==> src/rtl/gf_pkg.sv <==
// gf_pkg: shared constants and types for the GF(2^8) arithmetic datapath.
//   GF_SIZE   field width in bits
//   GF_POLY   irreducible reduction polynomial (GF_SIZE+1 bits)
//   gf_elem_t one field element
//   state_t   divider sequencer states
package gf_pkg;

  localparam int                GF_SIZE = 8;
  localparam logic [GF_SIZE:0]  GF_POLY = 9'h11B;

  typedef logic [GF_SIZE-1:0] gf_elem_t;

  typedef enum logic [1:0] {
    IDLE = 2'd0,
    EXP  = 2'd1,
    MUL  = 2'd2
  } state_t;

  // Bit idx of the inversion exponent 2^n-2: every bit is 1 except bit 0.
  function automatic logic inv_exp_bit(input logic [31:0] idx);
    return (idx != 32'd0);
  endfunction

endpackage

==> src/rtl/gf_mul_comb.sv <==
// gf_mul_comb: combinational GF(2^Size) multiplier, o_p = i_a * i_b mod POLY.
//   i_a, i_b  operands (Size bits)
//   o_p       reduced product (Size bits)
// The multiplicand is doubled (xtime) and reduced at every step, so no
// intermediate ever grows beyond Size+1 bits.
module gf_mul_comb #(
  parameter int             Size = 8,
  parameter logic [Size:0]  POLY = 9'h11B
) (
  input  logic [Size-1:0] i_a,
  input  logic [Size-1:0] i_b,
  output logic [Size-1:0] o_p
);

  logic [Size-1:0] w_p;
  logic [Size-1:0] w_b;

  // Shift-and-XOR product with per-step reduction.
  always_comb begin
    w_p = '0;
    w_b = i_b;
    for (int i = 0; i < Size; i++) begin
      if (i_a[i]) begin
        w_p = w_p ^ w_b;
      end else begin
        w_p = w_p;
      end
      if (w_b[Size-1]) begin
        w_b = (w_b << 1) ^ POLY[Size-1:0];
      end else begin
        w_b = w_b << 1;
      end
    end
    o_p = w_p;
  end

endmodule

==> src/rtl/gf_divider_seq.sv <==
// gf_divider_seq: sequential GF(2^Size) divider, quotient = dividend / divisor.
//   clk, rst_n   clock, asynchronous active-low reset
//   start        request, accepted only while ready=1
//   dividend     numerator, sampled with an accepted start
//   divisor      denominator, sampled with an accepted start
//   ready        high in IDLE
//   done         one-cycle pulse, quotient/div_by_zero valid
//   quotient     result, held until the next done
//   div_by_zero  sampled divisor was zero, held until the next done
// The divisor is inverted as divisor^(2^Size-2) by square-and-multiply, one
// exponent bit per clock, then one final multiply by the dividend.
module gf_divider_seq
  import gf_pkg::*;
#(
  parameter int             Size = GF_SIZE,
  parameter logic [Size:0]  POLY = GF_POLY
) (
  input  logic            clk,
  input  logic            rst_n,
  input  logic            start,
  input  logic [Size-1:0] dividend,
  input  logic [Size-1:0] divisor,
  output logic            ready,
  output logic            done,
  output logic [Size-1:0] quotient,
  output logic            div_by_zero
);

  localparam int              CNT_W    = (Size > 1) ? $clog2(Size) : 1;
  localparam logic [CNT_W-1:0] CNT_LAST = CNT_W'(Size - 1);
  localparam logic [Size-1:0]  ONE      = {{(Size-1){1'b0}}, 1'b1};

  state_t           r_state, w_state_nxt;
  logic [Size-1:0]  r_dvd,   w_dvd_nxt;
  logic [Size-1:0]  r_base,  w_base_nxt;
  logic [Size-1:0]  r_acc,   w_acc_nxt;
  logic [CNT_W-1:0] r_cnt,   w_cnt_nxt;
  logic             r_ready, w_ready_nxt;
  logic             r_done,  w_done_nxt;
  logic [Size-1:0]  r_quot,  w_quot_nxt;
  logic             r_dbz,   w_dbz_nxt;

  logic [Size-1:0]  w_m0_b;
  logic [Size-1:0]  w_m0_p;
  logic [Size-1:0]  w_m1_p;

  // The acc multiplier doubles as the final acc*dividend multiplier in MUL.
  assign w_m0_b = (r_state == MUL) ? r_dvd : r_base;

  gf_mul_comb #(.Size(Size), .POLY(POLY)) u_mul_acc (
    .i_a (r_acc),
    .i_b (w_m0_b),
    .o_p (w_m0_p)
  );

  gf_mul_comb #(.Size(Size), .POLY(POLY)) u_mul_sq (
    .i_a (r_base),
    .i_b (r_base),
    .o_p (w_m1_p)
  );

  // Next-state and next-datapath logic for the IDLE/EXP/MUL sequencer.
  always_comb begin
    w_state_nxt = r_state;
    w_dvd_nxt   = r_dvd;
    w_base_nxt  = r_base;
    w_acc_nxt   = r_acc;
    w_cnt_nxt   = r_cnt;
    w_ready_nxt = r_ready;
    w_done_nxt  = 1'b0;
    w_quot_nxt  = r_quot;
    w_dbz_nxt   = r_dbz;
    case (r_state)
      IDLE: begin
        if (start) begin
          if (divisor != '0) begin
            w_dvd_nxt   = dividend;
            w_base_nxt  = divisor;
            w_acc_nxt   = ONE;
            w_cnt_nxt   = '0;
            w_state_nxt = EXP;
            w_ready_nxt = 1'b0;
          end else begin
            // Zero divisor short-circuits: answer in one edge, stay idle.
            w_done_nxt  = 1'b1;
            w_dbz_nxt   = 1'b1;
            w_quot_nxt  = '0;
          end
        end else begin
          w_state_nxt = IDLE;
        end
      end
      EXP: begin
        if (inv_exp_bit(32'(r_cnt))) begin
          w_acc_nxt = w_m0_p;
        end else begin
          w_acc_nxt = r_acc;
        end
        w_base_nxt = w_m1_p;
        w_cnt_nxt  = r_cnt + CNT_W'(1);
        if (r_cnt == CNT_LAST) begin
          w_state_nxt = MUL;
        end else begin
          w_state_nxt = EXP;
        end
      end
      MUL: begin
        w_quot_nxt  = w_m0_p;
        w_dbz_nxt   = 1'b0;
        w_done_nxt  = 1'b1;
        w_state_nxt = IDLE;
        w_ready_nxt = 1'b1;
      end
      default: begin
        w_state_nxt = IDLE;
        w_ready_nxt = 1'b1;
      end
    endcase
  end

  // State and datapath registers.
  always_ff @(posedge clk or negedge rst_n) begin
    if (!rst_n) begin
      r_state <= IDLE;
      r_dvd   <= '0;
      r_base  <= '0;
      r_acc   <= '0;
      r_cnt   <= '0;
      r_ready <= 1'b1;
      r_done  <= 1'b0;
      r_quot  <= '0;
      r_dbz   <= 1'b0;
    end else begin
      r_state <= w_state_nxt;
      r_dvd   <= w_dvd_nxt;
      r_base  <= w_base_nxt;
      r_acc   <= w_acc_nxt;
      r_cnt   <= w_cnt_nxt;
      r_ready <= w_ready_nxt;
      r_done  <= w_done_nxt;
      r_quot  <= w_quot_nxt;
      r_dbz   <= w_dbz_nxt;
    end
  end

  assign ready       = r_ready;
  assign done        = r_done;
  assign quotient    = r_quot;
  assign div_by_zero = r_dbz;

endmodule

==> config.mk <==
export PLATFORM = sky130hd
export DESIGN_NAME = gf_divider_seq
export DESIGN_NICKNAME = d
export VERILOG_FILES = /design/src/rtl/gf_pkg.sv /design/src/rtl/gf_mul_comb.sv /design/src/rtl/gf_divider_seq.sv
export SDC_FILE = /design/constraint.sdc
export NUM_CORES = 1
export LEC_CHECK = 0
export CAP_MARGIN = 15
export CORE_ASPECT_RATIO = 0.9
export CORE_MARGIN = 2
export CORE_UTILIZATION = 58
export DETAILED_ROUTE_END_ITERATION = 8
export PLACE_DENSITY = 0.8
export SLEW_MARGIN = 10
export SYNTH_ARGS = -nofsm -noshare
export SYNTH_HDL_FRONTEND = slang
export SYNTH_SLANG_ARGS = --single-unit
==> constraint.sdc <==
create_clock -name clk -period 4.3 [get_ports clk]
set_clock_uncertainty 0.05 [all_clocks]
set_input_delay 0.43 -clock clk [delete_from_list [all_inputs] [get_ports clk]]
set_output_delay 0.43 -clock clk [all_outputs]
set_load 0.1 [all_outputs]
==> flow_metrics.rpt, run 1 <==
=== SYNTHESIS / PLACE & ROUTE SUMMARY ===
----------------------------------------------------
[Worst setup path]
  Worst setup path category ........................ flop to flop
  Worst EP required ........................ 4500 ps
  Launching element type of the critical path ........................ flop
  Element type at the critical path end ........................ flop
  Data arrival time of the worst path ........................ 3490 ps
  Critical path peak fanout ........................ 18

[Clock network]
  Number of buffers on the longest clock path ........................ 2
  Clock Sinks ........................ 40
  Hold-fix buffers at CTS ........................ 0
  # H-tree levels ........................ 2

[Floorplan]
  Die width ........................ 90.13 um
  Die height ........................ 81.52 um

[STA]
  Final period utilization ........................ 76.60%
  Highest Clock Rate ........................ 303.6 MHz
  Final hold violation count ........................ 0
  Final critical delay including setup and external delays ........................ 3294 ps
  Transition time of the tightest slew-check pin ........................ 1018 ps
  Setup violations, final ........................ 0
  Unrepaired setup endpoints after global routing ........................ no
  Max-slew violation total from the final report ........................ 0

[Routing]
  Vias after detailed routing ........................ 3236
  Final ANT Viol Nets ........................ 0
  Vias per Instance ........................ 5.779
  Iteration count of the initial detailed-routing pass ........................ 5
  Detailed Route WL ........................ 9168 um

[Global route]
  Number of global-route vias before repair ........................ 3058
  Overflow left after global routing ........................ 0
  Global-route wire length before repair ........................ 15390 um

[Synthesis]
  Fraction of the mapped netlist area in simple logic gates ........................ 16.32%
  Synth cell types ........................ 49
  Number of standard cells reported by yosys ........................ 466
  Commonest flop ........................ dfrtp_1
  Compound Share, Synth ........................ 12.73%
  Sequential cell area fraction in the yosys report ........................ 25.88%
  Area share of fa/ha/maj cells after synthesis ........................ 1.292%
  Number of enable flip-flop cells ........................ 0
  Yosys warning total ........................ 0
  Area fraction in mux cells ........................ 9.919%
  Mean Syn Cell Area ........................ 8.310 um2
  Area reported by Yosys stat ........................ 0.003872 mm2

[Cells and area]
  Most common logic cell in the routed design ........................ nand2_1
  Most instantiated logic cells after routing ........................ nand2_1, xnor2_1, dfrtp_1, xor2_1, clkdlybuf4s50_1
  Nets ........................ 492
  Share of layout cells above drive strength 1 ........................ 7.872%

[Min path]
  Path category of the worst min-delay check ........................ input pin to asynchronous set/reset pin

[Run]
  Max-cap violation count ........................ 0

[Status]
  Result of the run ........................ complete, no violations

[Placement]
  Last weighted congestion value of the routability-driven placer ........................ 0.9123

----------------------------------------------------
==> run 1: cell type report <==
cell class	count	area [um2]	share of cell area [%]
clock buffer	5	68.82	1.621
clock inverter	3	46.29	1.090
inverter	10	37.54	0.8839
multi-input combinational	378	2656	62.55
sequential	40	1002	23.60
tap	90	112.6	2.652
timing repair buffer	34	322.8	7.602
==> run 1: per-layer routing <==
layer  track usage [%]  vias to the layer above  part of all wire [%]
met3             4.128                       10                   8.3
li1                  -                     1536                     -
met5                 0                        -                     0
met4             5.846                        0                  0.96
met1             37.00                     1537                    46
met2             42.63                      153                    45
==> run 1: final timing paths <==
path,from,to,cells after the start
max,r_state[0],r_acc[4],8
min,rst_n,r_dvd[5],1
max reg2reg,r_state[0],r_acc[4],8
min reg2reg,ready,ready,2
max in group asynchronous,rst_n,r_dvd[6],1
min in group clk,ready,ready,2
==> run 1: registers in the layout, summed over array words and instances, names as in the netlist <==
| signal | cells |
|---|---|
| r_base | 8 |
| done | 1 |
| r_cnt | 3 |
| r_acc | 8 |
| r_state | 2 |
| quotient | 8 |
| ready | 1 |
| div_by_zero | 1 |
| r_dvd | 8 |
==> run 1: worst max-delay path: stages (launching register included) <==
cell,delay [ps]
dfrtp_1,440
nand2b_1,810
mux2i_4,500
xor2_2,290
xor2_1,260
nand2_1,100
xnor2_1,170
xnor3_1,440
o22ai_2,140
==> run 1: metrics by stage <==
stage / util (%) / hold WS [ps] / cell area (um2) / instances
2_1_floorplan: - / 84.41 / 3872 / 466
4_1_cts: 65.17 / 221.0 / 4247 / 560
5_1_grt: 65.17 / 262.8 / 4247 / 560
6_report: 65.17 / 172.3 / 4247 / 560
3_5_place_dp: 63.40 / 426.2 / 4131 / 552
3_3_place_gp: 63.40 / 427.4 / 4131 / 552
==> run 1: cells in the mapped netlist, drive strengths merged (6+ instances only) <==
| cell | instances | area share, % |
|---|---|---|
| a21oi | 18 | 2.3 |
| buf | 17 | 2.5 |
| xor2 | 33 | 7.7 |
| xnor2 | 76 | 17 |
| dfrtp | 39 | 25 |
| nand2b | 7 | 1.1 |
| nor2 | 24 | 2.3 |
| xnor3 | 6 | 3.5 |
| nand2 | 91 | 8.9 |
| mux2i | 19 | 5.8 |
| o21ai | 27 | 3.5 |
| mux2 | 14 | 4.2 |
| inv | 10 | 0.97 |
| clkbuf | 21 | 2.0 |
| nor2b | 10 | 1.6 |
==> run 1: logic make-up (layout without fill, tap and decap cells) <==
group / Yosys count / after routing
adder cells (fa/ha/maj): 4 / 4
AND-OR/OR-AND: 79 / 79
XOR/XNOR: 115 / 115
multiplexers: 33 / 33
flip-flops: 40 / 40
buffers and inverters: 48 / 52
AND/OR/NAND/NOR: 147 / 147
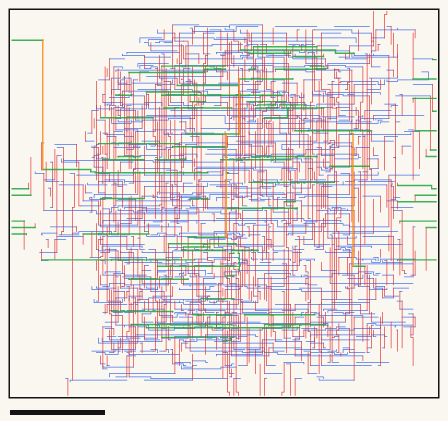
Run 1: metal layers overlaid
Scale bar: 20 um.
[green] M3 | wire length: 761 um
[orange] M4 | wire length: 88.4 um
[blue] M1 | wire length: 4230 um
[red] M2 | wire length: 4090 um

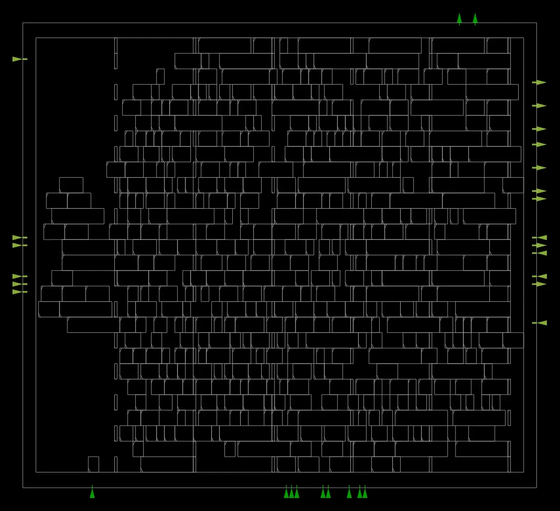
Run 1: cell outlines without signal wires
Post-Route Utilization: 65.17%
Well Taps: 90
Site Rows: 28
registers: 40

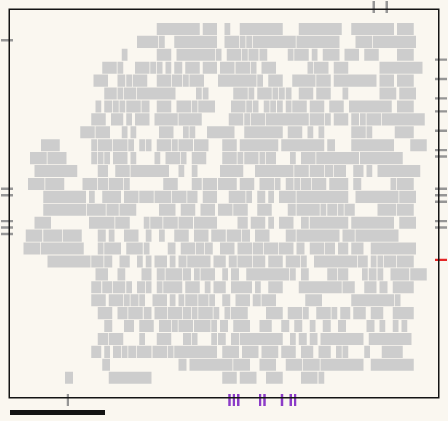
Run 1: ports around the boundary
Scale bar: 20 um. Pins as bars across the die edge, other pins in gray.
[purple] divisor | pins: 8 | direction: input | edge: bottom
[red] start | pins: 1 | direction: input | edge: right

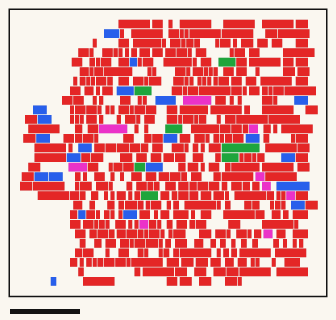
Run 1: drive-strength map
Scale bar: 20 um.
[red] x1 and smaller | cells: 433 | share: 92% | most used: nand2_1
[green] x6 and larger | cells: 7 | share: 1.5% | most used: clkbuf_8
[blue] x2 | cells: 21 | share: 4.5% | most used: mux2_2
[magenta] x3 and x4 | cells: 9 | share: 1.9% | most used: buf_4
final setup margin: 1006 ps
area overhead of the layout relative to synthesis: 9.661%

Run 1, the metal 3 layer:
Scale bar: 20 um.
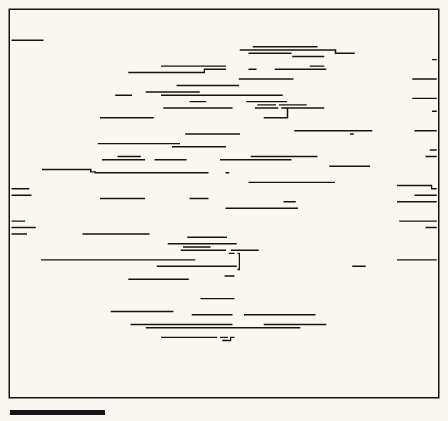

==> run 2: changes to the inputs <==
- CORE_UTILIZATION: 58 -> 54
- PLACE_DENSITY: 0.8 -> 0.79
- clock period: 4.3 -> 2.73 ns (I/O delays scaled with it)
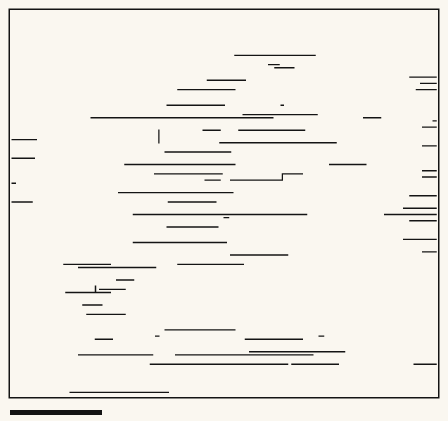
Run 2: the metal 3 layer
Scale bar: 20 um.
share of all routed wire: 7.2%
longest straight run: 39.6 um
main direction: horizontal
GR met3 Demand/Resource: 2.873%
vias after detailed routing: 3225

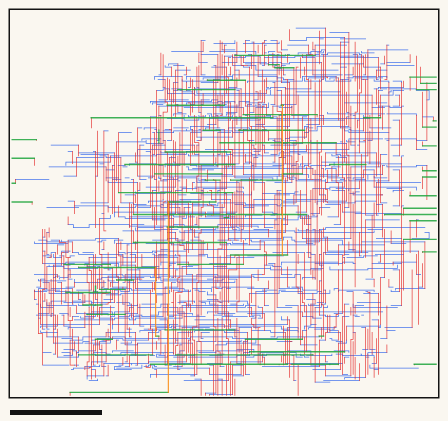
Run 2: metal layers overlaid
Scale bar: 20 um.
[orange] M4 | wire length: 89.1 um
[red] M2 | wire length: 4380 um
[green] M3 | wire length: 681 um
[blue] M1 | wire length: 4260 um
detail-routed net length per standard cell: 16.05 um
Detailed Route WL: 9407 um
global-route usage over all layers: 25.34%

==> flow_metrics.rpt, run 2 <==
=== SYNTHESIS / PLACE & ROUTE SUMMARY ===
----------------------------------------------------
[Floorplan]
  Die height ........................ 84.34 um
  Site Rows ........................ 29

[Worst setup path]
  Launching element type of the critical path ........................ flop
  Worst setup path category ........................ flop to flop
  Data arrival time of the worst path ........................ 2770 ps
  Worst-path cell chain ........................ xnor2_1 > buf_4 > mux2i_4 > buf_4 > nand2_1 > xor2_1 > xnor2_1 > xnor2_1 > xnor3_1 > o22ai_2
  Largest stage delay on the critical path ........................ 480 ps
  Start point of the critical path ........................ r_base[7]
  Beginning of the worst register-to-register path ........................ r_base[7]

[Cells and area]
  Nets ........................ 515
  Area overhead of the layout relative to synthesis ........................ 14.38%
  Post-Route Utilization ........................ 63.25%

[Routing]
  Final ANT Viol Nets ........................ 0
  Iteration count of the initial detailed-routing pass ........................ 5

[Global route]
  Number of global-route vias before repair ........................ 3166
  Global-route wire length before repair ........................ 15890 um

[Synthesis]
  Number of enable flip-flop cells ........................ 0
  Area share of fa/ha/maj cells after synthesis ........................ 1.292%
  Commonest flop ........................ dfrtp_1
  Area fraction in mux cells ........................ 9.919%
  Area reported by Yosys stat ........................ 0.003872 mm2
  Synth cell types ........................ 49
  Top cell area share ........................ 25.20%
  Fraction of the mapped netlist area in simple logic gates ........................ 16.32%
  Most instantiated library cell after synthesis ........................ nand2_1
  Sequential cell area fraction in the yosys report ........................ 25.88%

[Status]
  Result of the run ........................ complete, no violations

[STA]
  Final hold violation count ........................ 0
  Setup violations, final ........................ 0
  Highest Clock Rate ........................ 387.4 MHz

[Clock network]
  Number of buffers on the longest clock path ........................ 2
  Clock Sinks ........................ 40

[Min path]
  Path category of the worst min-delay check ........................ input pin to asynchronous set/reset pin

----------------------------------------------------
## run 2: cell counts after synthesis
Identical to the previous run, type by type.
## run 2: path summary, 6_finish.rpt
check	endpoint	cells past startpoint	slack, ps
worst max register to register	r_acc[4]	10	150
worst min-delay path	quotient[1]	1	40
min in group clk	ready	2	460
worst min register to register	ready	2	460
max in group asynchronous	r_base[6]	1	1960
worst max-delay path	r_acc[4]	10	150
## run 2: what timing repair did
item,CTS,global route
gates resized,0,8
setup buffers,0,0
setup endpoints to repair,0,13
## run 2: final cells by class
cell class	count	area, um2	share of cell area (%)
clock buffers	6	72.57	1.638
clock inverters	2	35.03	0.7910
inverters	10	37.54	0.8475
multi-input cells	378	2695	60.85
flip-flops and latches	40	1005	22.68
well taps	93	116.4	2.627
repair buffers	57	467.9	10.56
## run 2: per-stage QoR
stage	worst slack [ps]	std cells	setup TNS (ps)
floorplan	214.4	466	0
finish	148.5	586	0
global placement	168.6	578	0
detailed placement	46.45	578	0
CTS	7.900	586	0
global route	-8.483	586	-15.81
## run 2: kinds of logic (layout without fill, tap and decap cells)
kind of cell	after synthesis	after routing
simple gates	147	147
buf+inv	48	75
fa+ha+maj	4	4
flops	40	40
mux	33	33
xor+xnor	115	115
compound gates	79	79
## run 2: layer usage
metal,vias to the layer above,GRT usage [%],wire [um]
li1,1576,-,-
met1,1525,36.91,4259
met2,117,39.96,4377
met3,7,2.873,681
met4,0,6.952,89
met5,-,0,0
Run 2, cell outlines without signal wires:
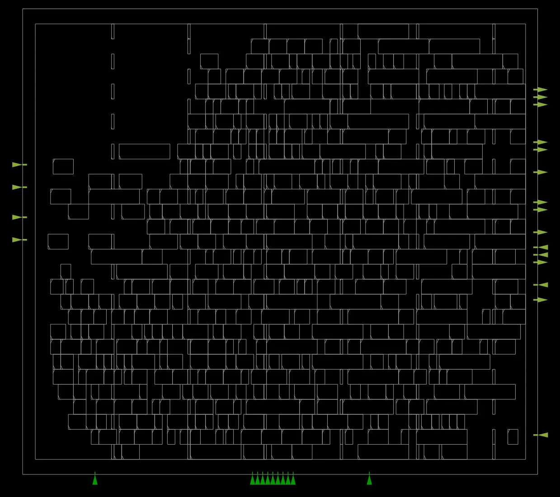

==> run 3: changes to the inputs <==
- SETUP_SLACK_MARGIN: default -> 0.3
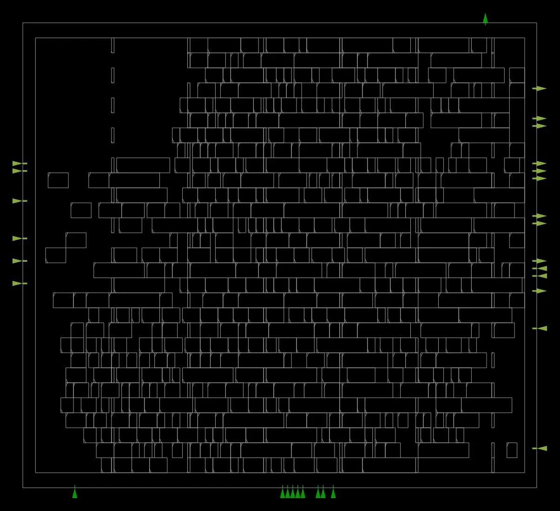
Run 3: cell outlines without signal wires
Post-Route Utilization: 68.79%
Well Taps: 93
count of fill cells added during filler insertion: 507
Site Rows: 29
fraction of area in registers: 20.91%

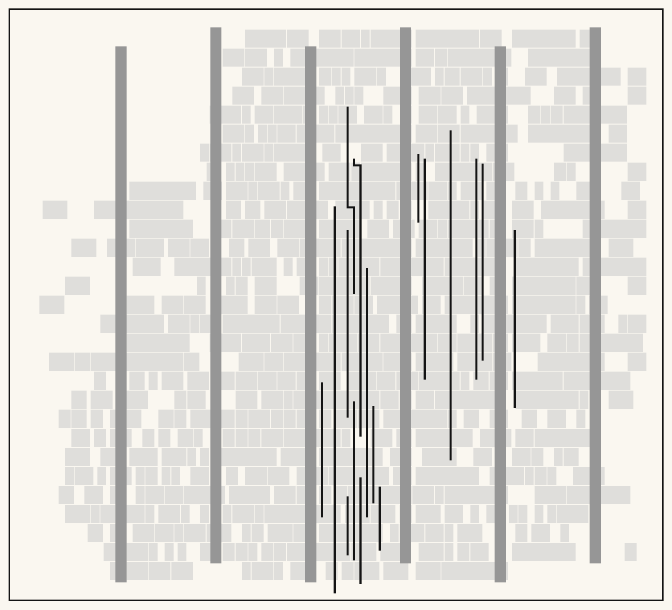
Run 3: the metal 4 layer
Supply wires on this layer in gray. Cells faint in the background.
share of all routed wire: 3.9%
wire length on this layer: 444 um
main direction: vertical
nets with wire on the layer: 16
longest straight run: 55.1 um
Detailed Route WL: 11270 um
vias after detailed routing: 3584

==> flow_metrics.rpt, run 3 <==
=== SYNTHESIS / PLACE & ROUTE SUMMARY ===
----------------------------------------------------
[Clock network]
  Clock Sinks ........................ 40
  # H-tree levels ........................ 2
  Number of buffers on the longest clock path ........................ 2
  Clock tree from TritonCTS ........................ done
  Insertion delay to the later sink of the worst-skew pair ........................ 300 ps
  Worst-path clk slew ........................ 90 ps

[STA]
  Min Hold Slack ........................ 40.89 ps
  Final hold violation count ........................ 0
  Final setup margin ........................ -0.6135 ps
  Setup violations, final ........................ 1
  Transition time of the tightest slew-check pin ........................ 903.8 ps
  Final critical delay including setup and external delays ........................ 2731 ps
  Highest Clock Rate ........................ 366.2 MHz
  Max-slew violation total from the final report ........................ 0
  Final period utilization ........................ 100.0%
  Max transition margin ........................ 39.74%
  Unrepaired setup endpoints after global routing ........................ yes

[Status]
  Result of the run ........................ finished, violations left
  Violated checks ........................ setup timing

[Routing]
  # DRC ........................ 0
  Iteration count of the initial detailed-routing pass ........................ 5
  Count of routing violations after the opening detailed-route iteration ........................ 365
  Detail-routed net length per standard cell ........................ 18.76 um
  Final ANT Viol Nets ........................ 0
  Vias per Instance ........................ 5.963

[Placement]
  DP Wirelength ........................ 6930 um
  Total cell area at the placement stage ........................ 0.004279 mm2
  Placed Instances ........................ 575
  Last weighted congestion value of the routability-driven placer ........................ 0.9273
  Total of buffers placed on input and output ports ........................ 29

[Min path]
  Path category of the worst min-delay check ........................ input pin to asynchronous set/reset pin

[Cells and area]
  Area used by multi-input combinational logic ........................ 0.002912 mm2
  Area overhead of the layout relative to synthesis ........................ 24.39%
  Register Area ........................ 0.001007 mm2
  Antenna Cells ........................ 0
  Share of layout cells above drive strength 1 ........................ 23.23%
  Design area ........................ 0.004817 mm2
  Most common logic cell in the routed design ........................ nand2_1
  Nets ........................ 530
  Most instantiated logic cells after routing ........................ nand2_1, xnor2_1, buf_4, dfrtp_1, xor2_1
  Layout Cells excl Fill ........................ 601

[Floorplan]
  Die height ........................ 84.34 um
  Chip Footprint ........................ 0.007866 mm2
  Die width ........................ 93.27 um
  Core region area ........................ 0.007003 mm2
  I/O pin count ........................ 30
  FP Util ........................ 55.30%

[Worst setup path]
  Critical path peak fanout ........................ 6
  Element type at the critical path end ........................ flop
  Worst EP required ........................ 2900 ps
  Register-to-Register Path Depth ........................ 10
  Launching element type of the critical path ........................ flop
  Worst setup path category ........................ flop to flop
  Data arrival time of the worst path ........................ 2900 ps

[Synthesis]
  Netlist area before placement ........................ 0.003872 mm2
  Number of standard cells reported by yosys ........................ 466
  Number of synthesized register bits ........................ 40
  Most instantiated library cell after synthesis ........................ nand2_1
  Commonest flop ........................ dfrtp_1
  Area reported by Yosys stat ........................ 0.003872 mm2
  Mean Syn Cell Area ........................ 8.310 um2
  Top cell area share ........................ 25.20%
  Sequential cell area fraction in the yosys report ........................ 25.88%
  Number of enable flip-flop cells ........................ 0
  Share of flip-flops with an asynchronous set or reset after synthesis ........................ 100.0%
  Gate count of the mapped netlist ........................ 466
  Synth cell types ........................ 49
  Yosys warning total ........................ 0
  Most frequent cells after synthesis ........................ nand2_1, xnor2_1, dfrtp_1
  Leading cell types by total area after synthesis ........................ dfrtp_1, xnor2_1, nand2_1
  Post-synth top area cell ........................ dfrtp_1
  Number of nets produced by synthesis ........................ 489

[Global route]
  Global-route wire length before repair ........................ 17190 um
  Largest net degree at the start of global routing ........................ 41
  Global-route usage over all layers ........................ 27.97%
  Number of antenna violations at the first check in global routing ........................ 0
  Number of global-route vias before repair ........................ 3379
  Overflow left after global routing ........................ 0

[Run]
  OpenROAD warning count ........................ 29
  Max-cap violation count ........................ 0

----------------------------------------------------
[run 3: kinds of logic after synthesis]
| logic type | count (synthesis) | share of synthesized area [%] |
|---|---|---|
| compound gates | 79 | 12.73 |
| xor+xnor | 115 | 28.34 |
| fa+ha+maj | 4 | 1.292 |
| buf+inv | 48 | 5.525 |
| flops | 40 | 25.88 |
| mux | 33 | 9.919 |
| simple gates | 147 | 16.32 |
[run 3: through the flow]
stage          worst slack (ps)  TNS (ps)  util (%)
2_1_floorplan             314.7         0         -
3_3_place_gp              119.8         0     61.10
3_5_place_dp              57.62         0     61.10
4_1_cts                   234.9         0     65.86
5_1_grt                  -53.20    -70.98     68.79
6_report                -0.6135   -0.6135     68.79
[run 3: layout make-up]
cell class                 count  area share (%)
clock buffer                   6           1.506
tap                           93           2.416
sequential                    40           20.91
inverter                      10          0.7792
clock inverter                 2           1.247
multi-input combinational    378           60.44
timing repair buffer          72           12.70
[run 3: worst paths after layout]
check                            start          end  slack (ps)
hold / removal                   rst_n     r_cnt[0]          40
setup / recovery            r_state[0]     r_acc[3]        -0.6
max in group asynchronous        rst_n     r_dvd[6]        1970
min in group clk           quotient[0]  quotient[0]         440
setup reg to reg            r_state[0]     r_acc[3]        -0.6
hold reg to reg            quotient[0]  quotient[0]         440
[run 3: worst max-delay path, stage by stage, from the launching register on]
cell      delay [ps]
dfrtp_2          430
nand2b_4         160
buf_12           130
mux2i_4          350
xor2_2           270
buf_6            170
xor2_1           270
nand2_1          160
xnor2_2          170
xnor3_1          280
o22ai_1          200
[run 3: layer usage]
layer | wire length [um] | vias up | global-route usage, %
li1 | - | 1607 | -
met3 | 966 | 37 | 3.950
met2 | 5354 | 222 | 44.67
met1 | 4510 | 1718 | 38.24
met5 | 0 | - | 0
met4 | 443 | 0 | 11.36
[run 3: what timing repair did]
| item | 4_1_cts | 5_1_grt |
|---|---|---|
| resized | 20 | 27 |
| endpoints found under the setup margin | 15 | 29 |
| pin swaps | 11 | 15 |
| hold buffers | 0 | 0 |
| setup buffers | 11 | 7 |
